==> run_1/gate_families.png <==
Scale: 4 px per um.
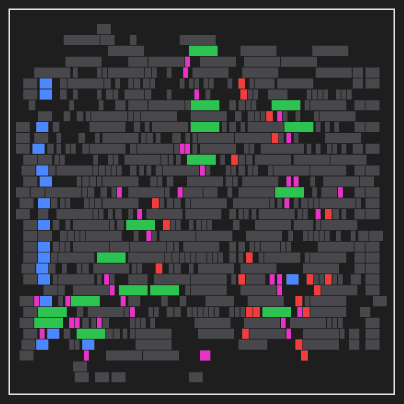
==> run_1/zoom.png <==
Window x 28 to 68, y 47 to 87 um. Cells in grey, sequential cells in the stronger grey; small squares are vias.
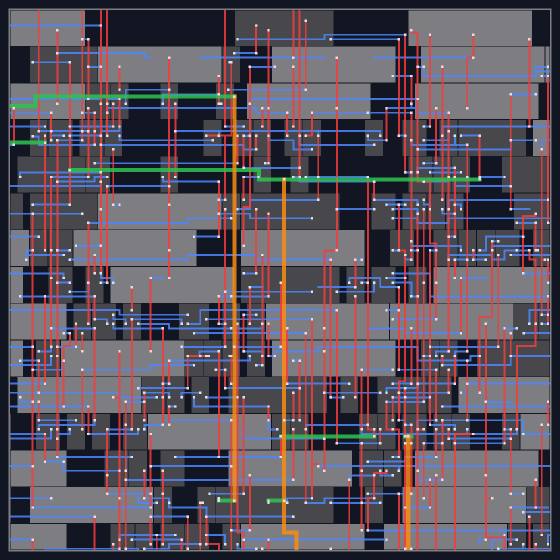
==> run_1/final_congestion.png <==
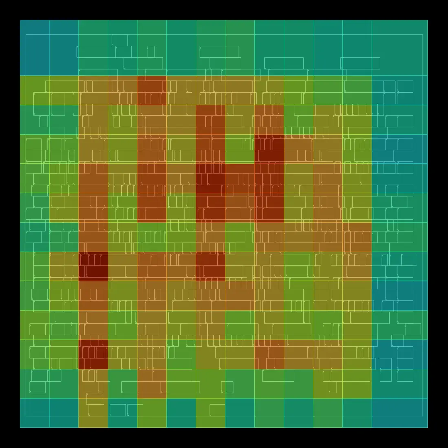
==> config.mk <==
export PLATFORM = sky130hd
export DESIGN_NAME = pipelined_rca_adder
export DESIGN_NICKNAME = d
export VERILOG_FILES = /design/src/rtl/rca_pkg.sv /design/src/rtl/full_adder.sv /design/src/rtl/rca_stage.sv /design/src/rtl/pipelined_rca_adder.sv
export SDC_FILE = /design/constraint.sdc
export NUM_CORES = 1
export LEC_CHECK = 0
export ABC_AREA = 1
export CAP_MARGIN = 5
export CORE_UTILIZATION = 50
export CTS_CLUSTER_SIZE = 25
export DETAILED_ROUTE_END_ITERATION = 10
export GPL_TIMING_DRIVEN = 0
export PLACE_DENSITY = 0.84
export SYNTH_ARGS = -nofsm -noshare
export SYNTH_HDL_FRONTEND = slang
export SYNTH_SLANG_ARGS = --single-unit
==> constraint.sdc <==
create_clock -name clk -period 2.7 [get_ports clk]
set_input_delay 0.27 -clock clk [delete_from_list [all_inputs] [get_ports clk]]
set_output_delay 0.27 -clock clk [all_outputs]
set_load 0.01 [all_outputs]
==> run summary, run 1 <==
impl run done, here's what came out: endpoints failing hold 0, via count 3,189, CTS tree done, slack of the worst reg-to-reg path 0.35 ns, Worst EP arrival 2.64 ns, # rows 33, die span in x 95.91 um, switching portion of total power 0.3478, routed length on met3 320 um, detailed placer's ending HPWL 6.179 mm, areal power density over the cells 964.8 nW/um2, Top Layer Used met4, cell-internal power 3367 uW, Worst setup SP type primary input, sequential power share 0.446, overall fraction of global-route tracks in use 0.2025, post-synth cell types 19, unrepaired setup endpoints after global routing false, largest fanout on the critical path 1, last weighted congestion value of the routability-driven placer 0.7774, Total Die Area 9198 um2, first-pass iteration count of the detailed router 4, max-capacitance violation count 0, required time at the endpoint of the critical path 2.94 ns, Critical-path top delay cell sky130_fd_sc_hd__clkdlybuf4s50_1, minimum period implied by the final worst setup slack 2.395 ns, first-iteration detailed-routing DRC count 147, CP Cell Sequence clkdlybuf4s50_1 > xnor2_1 > fa_1 > fa_1 > fa_1 > inv_1 > fa_1 > nand3_1 > nand2_1, number of buffers inserted to repair setup after CTS 0, Residual DRC 0, cell count along the critical path 9, Max Fclk 417.5 MHz, part of the power in the clock network 0.184, global-route wire length before repair 14.03 mm, Warnings, synthesis 0, remaining global-route overflow 0, Skew-Pair Late Insertion Delay 0.35 ns, total routed wire length on the met1 layer 3.568 mm, area growth from synthesis to final layout 21.37%, worst min-delay path class primary input to asynchronous set/reset pin, clock transition at the registers of the reported paths 0.09 ns, yosys stat area 4409 um2, kind of end point of the critical path flip-flop, final setup slack of the worst path 0.3046 ns, number of cells in the yosys synthesis report 479, Slew HR 0.6956, number of sinks handled by clock tree synthesis 97, worst reg2reg path depth 8, setup slack after placement -0.06389 ns, clock tree root driver cell sky130_fd_sc_hd__clkbuf_8, Syn Std Cell Area 4409 um2, via-per-instance ratio 4.847, Vert. Die Dim 95.91 um, reported net switching power 1796 uW, # IOs 58, number of max-slew violations in the final report 0, total of endpoints with negative setup slack in the final report 0, # fillers 708, Inserted Clock Buffers 9, Post-Synthesis Mean Instance Area 9.205 um2, total of cells resized after clock tree synthesis 0, detailed route wirelength on metal2 3.911 mm, design area 5351 um2, Seq share, synth 0.5505, gate family responsible for the most delay along the worst path adder cells, fraction of power consumed by combinational cells 0.369, residual antenna-violating net count after detailed routing 0, most frequent CP cell sky130_fd_sc_hd__fa_1, fp util 0.5260, number of buffer and inverter instances along the worst setup path 2, antenna diode instance count 0, count of state elements after synthesis 97, largest net degree at the start of global routing 45, Tightest Pin Transition 0.4566 ns, number of flip-flops under the largest register name 64, number of instances in the synthesized netlist 479, commonest cells after routing, fill and taps aside sky130_fd_sc_hd__nand2_1, sky130_fd_sc_hd__dfrtp_1, sky130_fd_sc_hd__nand3_1, highest cell delay on the worst timing path 0.41 ns, buffer depth of the longest clock path 2, placed instance area 5145 um2, static leakage 0.002753 uW, net count of the mapped netlist 533, fraction of final layout cells sized beyond drive strength 1 0.09222, number of global-route vias before repair 3,107, number of logged tool warnings 26, core footprint 8382 um2, Max VDD drop 355.7 uV, outcome complete, no violations, critical path class primary input to flip-flop, skew final 0.004963 ns, number of levels the H-tree was split into 3, final net count 602, Hold-fix buffers, CTS 0, Final Cycle Share 0.8872, initial antenna violation count 0, number of port buffers 56, routed wire length 7.930 mm
Notes on gate_families.png above:
inverting AOI/OAI gates -> red  # cells 21
adder and majority cells -> green  # cells 16
XOR/XNOR gates -> blue  # cells 17
inverters -> magenta  # cells 35
most common cell after layout, fill and taps aside: sky130_fd_sc_hd__nand2_1
multi-input logic portion of the cell area: 0.3009
number of standard cells in the layout, taps in and fillers out: 658

Notes on zoom.png above:
met4 -> orange
met3 -> green
met2 -> red
met1 -> blue
most frequent = nand2_1 (44), dfrtp_1 (26), nand3_1 (19)
sequential cells in the window = 26
cells with their middle in the window = 128

Notes on final_congestion.png above:
WL per Instance: 12.05 um
GR Util met1: 0.2611
GRT met2 Usage: 0.3375
most crowded layer after global routing: met2

==> run 1: cells in the mapped netlist <==
master | n | area, um2
sky130_fd_sc_hd__inv_2 | 1 | 3.750
sky130_fd_sc_hd__buf_2 | 12 | 60.06
sky130_fd_sc_hd__inv_1 | 34 | 127.6
sky130_fd_sc_hd__a21oi_1 | 7 | 35.03
sky130_fd_sc_hd__nand3_1 | 62 | 310.3
sky130_fd_sc_hd__buf_1 | 2 | 7.510
sky130_fd_sc_hd__nand4_1 | 1 | 6.260
sky130_fd_sc_hd__nor2_4 | 1 | 11.26
sky130_fd_sc_hd__o21ai_1 | 1 | 5.000
sky130_fd_sc_hd__buf_4 | 18 | 135.1
sky130_fd_sc_hd__dfrtp_1 | 97 | 2427
sky130_fd_sc_hd__nor2_1 | 9 | 33.78
sky130_fd_sc_hd__xnor2_1 | 3 | 26.28
sky130_fd_sc_hd__clkbuf_1 | 10 | 37.54
sky130_fd_sc_hd__fa_1 | 16 | 320.3
sky130_fd_sc_hd__o21ai_0 | 13 | 65.06
sky130_fd_sc_hd__nand2_1 | 177 | 664.4
sky130_fd_sc_hd__nand3_2 | 1 | 10.01
sky130_fd_sc_hd__xor2_1 | 14 | 122.6
==> run 1: worst register-to-register path: cells and delay by family (launching register included) <==
kind / cells / cell delay, ns
adders and majority gates: 4 / 1.44
DFF: 1 / 0.41
buffers and inverters: 3 / 0.25
AOI/OAI and AO/OA: 1 / 0.17
==> run 1: per-layer routing <==
layer	vias to the layer above	global-route usage
met5	-	0
met4	0	0.06841
met3	9	0.04818
met2	81	0.3375
met1	1496	0.2611
li1	1603	-
==> run 1: layout make-up <==
cell class / instances / area [um2] / area share
buffer: 42 / 240.2 / 0.04489
clock buffer: 12 / 155.1 / 0.02899
clock inverter: 4 / 51.30 / 0.009586
inverter: 35 / 135.1 / 0.02525
multi-input combinational: 305 / 1610 / 0.3009
sequential: 97 / 2427 / 0.4536
tap: 105 / 131.4 / 0.02455
timing repair buffer: 58 / 600.6 / 0.1122
==> run 1: power groups by stage <==
stage                     logic (uW)  registers, uW  clock network [uW]
final                           1910           2300                 952
after global routing            2210           2370                1040
after CTS                       1940           2300                 972
after detailed placement        1940           2330                   0
after global placement          1830           2300                   0
after floorplan                 1310           2250                   0
==> run 1: logic make-up (layout without fill, tap and decap cells) <==
kind of cell,count (synthesis),after routing,share of synthesized area
AND/OR/NAND/NOR,251,251,0.2350
XOR/XNOR,17,17,0.03377
adder cells (fa/ha/maj),16,16,0.07265
flip-flops,97,97,0.5505
buffers and inverters,77,151,0.08428
AND-OR/OR-AND,21,21,0.02383
==> run 1: per-stage QoR <==
stage	hold slack (ns)	total power [uW]	setup TNS, ns	cells	util
6_report	0.2428	5163	0	658	0.6385
3_5_place_dp	0.4584	4267	-0.06389	642	0.6138
5_1_grt	0.2451	5623	0	658	0.6385
4_1_cts	0.2462	5222	0	658	0.6385
3_3_place_gp	0.4548	4131	-0.04426	640	0.6090
2_1_floorplan	0.3793	3558	0	479	-
==> run 2: changes to the inputs <==
--- a/config.mk
+++ b/config.mk
@@ -8,6 +8,7 @@
 export ABC_AREA = 1
 export CAP_MARGIN = 5
 export CORE_UTILIZATION = 50
+export CTS_CLUSTER_DIAMETER = 60
 export CTS_CLUSTER_SIZE = 25
 export DETAILED_ROUTE_END_ITERATION = 10
 export GPL_TIMING_DRIVEN = 0
==> run_2/registers.png <==
Scale: 4 px per um. Other sequential cells in the stronger grey, the rest of the logic in the fainter grey.
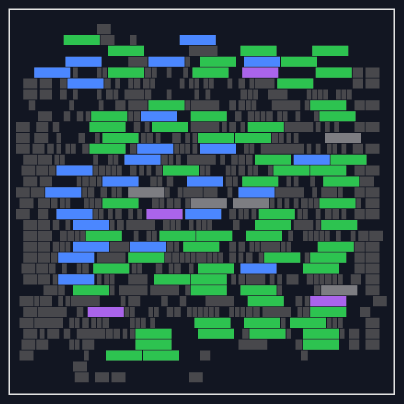
`g_stage.u_stage.b_q` -> blue  # flops 24
`g_stage.u_stage.c_q` -> purple  # flops 4
`g_stage.u_stage.data_q` -> green  # flops 64
not coloured = 5
post-route core utilization: 0.6385
flop share of the area: 0.4536

==> run 2 against run 1 <==
Global-route usage is the same. Routed wire length is the same. Critical path depth is the same. First-iteration DRC count is the same. Clock skew is the same. Power is the same. Critical endpoint unchanged. Largest cell class unchanged. Largest power group unchanged.
==> run summary, run 2 <==
impl run done, here's what came out: routed wire length 7.930 mm (unchanged), worst reg2reg path depth 8 (unchanged), leading post-synthesis cells by instance count sky130_fd_sc_hd__nand2_1, sky130_fd_sc_hd__dfrtp_1, sky130_fd_sc_hd__nand3_1 (unchanged), clock tree root driver cell sky130_fd_sc_hd__clkbuf_8 (unchanged), # IOs 58 (unchanged), total of endpoints with negative setup slack in the final report 0 (unchanged), Slew HR 0.6956 (unchanged), areal power density over the cells 964.8 nW/um2 (unchanged), final net count 602 (unchanged), number of max-slew violations in the final report 0 (unchanged), CTS tree done (unchanged), Total Die Area 9198 um2 (unchanged), critical path class primary input to flip-flop (unchanged), setup slack after placement -0.06389 ns (unchanged), # rows 33 (unchanged), fraction of final layout cells sized beyond drive strength 1 0.09222 (unchanged), number of sinks handled by clock tree synthesis 97 (unchanged), residual antenna-violating net count after detailed routing 0 (unchanged), initial antenna violation count 0 (unchanged), fraction of synthesized cell area taken by the top area cell type 0.5505 (unchanged), outcome complete, no violations (unchanged), unrepaired setup endpoints after global routing false (unchanged), overall power consumption 5163 uW (unchanged), endpoints failing hold 0 (unchanged), buffer depth of the longest clock path 2 (unchanged), via-per-instance ratio 4.847 (unchanged), number of instances in the synthesized netlist 479 (unchanged), net count of the mapped netlist 533 (unchanged), Max VDD drop 355.7 uV (unchanged), max-capacitance violation count 0 (unchanged), post-synth cell types 19 (unchanged), largest net degree at the start of global routing 45 (unchanged), number of logged tool warnings 26 (unchanged), required time at the endpoint of the critical path 2.94 ns (about the same), static leakage 0.002753 uW (unchanged), area growth from synthesis to final layout 21.37% (unchanged), minimum period implied by the final worst setup slack 2.395 ns (unchanged), Inserted Clock Buffers 9 (unchanged), clock transition at the registers of the reported paths 0.09 ns (about the same), number of global-route vias before repair 3,107 (unchanged), most instantiated library cell after synthesis sky130_fd_sc_hd__nand2_1 (unchanged), biggest area contributors in the synthesized netlist sky130_fd_sc_hd__dfrtp_1, sky130_fd_sc_hd__nand2_1, sky130_fd_sc_hd__fa_1 (unchanged), die span in x 95.91 um (unchanged), largest fanout on the critical path 1 (unchanged), overall fraction of global-route tracks in use 0.2025 (unchanged), detailed placer's ending HPWL 6.179 mm (unchanged), Warnings, synthesis 0 (unchanged), Syn Std Cell Area 4409 um2 (unchanged), cell type with the highest aggregate area in the netlist sky130_fd_sc_hd__dfrtp_1 (unchanged), most frequent CP cell sky130_fd_sc_hd__fa_1 (unchanged), remaining global-route overflow 0 (unchanged), Residual DRC 0 (unchanged), highest cell delay on the worst timing path 0.41 ns (about the same), via count 3,189 (unchanged), hold slack final 0.2428 ns (unchanged), first-iteration detailed-routing DRC count 147 (unchanged), number of synthesized flops with an enable pin 0 (unchanged), Comb area 1610 um2 (unchanged), total of cells resized after clock tree synthesis 0 (unchanged), Dominant Register Cell sky130_fd_sc_hd__dfrtp_1 (unchanged), WL per Instance 12.05 um (unchanged), commonest cells after routing, fill and taps aside sky130_fd_sc_hd__nand2_1, sky130_fd_sc_hd__dfrtp_1, sky130_fd_sc_hd__nand3_1 (unchanged), number of levels the H-tree was split into 3 (unchanged), first-pass iteration count of the detailed router 4 (unchanged), global-route wire length before repair 14.03 mm (unchanged), Tightest Pin Transition 0.4566 ns (unchanged), fp util 0.5260 (unchanged), share of async-settable or async-resettable flops after synthesis 1.000 (unchanged)
-- run 2: per-layer routing --
metal  vias up  GRT usage  wire length (um)
met5         -          0                 0
met4         0    0.06841               130
met3         9    0.04818               320
met2        81     0.3375              3911
met1      1496     0.2611              3568
li1       1603          -                 -
-- run 2: cell families after synthesis --
| logic type | after synthesis | synth area share |
|---|---|---|
| AOI/OAI and AO/OA | 21 | 0.02383 |
| xor gates and xnor gates | 17 | 0.03377 |
| adders and majority gates | 16 | 0.07265 |
| buffers and inverters | 77 | 0.08428 |
| DFF | 97 | 0.5505 |
| and+or+nand+nor | 251 | 0.2350 |
-- run 2: worst max-delay path, delay by kind of cell --
kind,cells,cell delay [ns]
adders and majority gates,4,1.59
buffers and inverters,2,0.49
and+or+nand+nor,2,0.15
xor gates and xnor gates,1,0.14
-- run 2: final cells by class --
class                      instances  share of cell area
timing repair buffer              58              0.1122
multi-input combinational        305              0.3009
buffer                            42             0.04489
clock inverter                     4            0.009586
inverter                          35             0.02525
clock buffer                      12             0.02899
tap                              105             0.02455
sequential                        97              0.4536
-- run 2: power by group --
group	internal, uW	total (uW)	switching, uW
logic	897	1910	1010
clock network	479	952	472
registers	1990	2300	313
-- run 2: metrics by stage --
| stage | cells | utilization | TNS, ns | instance area (um2) |
|---|---|---|---|---|
| finish | 658 | 0.6385 | 0 | 5351 |
| global route | 658 | 0.6385 | 0 | 5351 |
| CTS | 658 | 0.6385 | 0 | 5351 |
| detailed placement | 642 | 0.6138 | -0.06389 | 5145 |
| global placement | 640 | 0.6090 | -0.04426 | 5105 |
| floorplan | 479 | - | 0 | 4413 |
Power figures rest on the tool's default switching activity, not on a simulated workload.
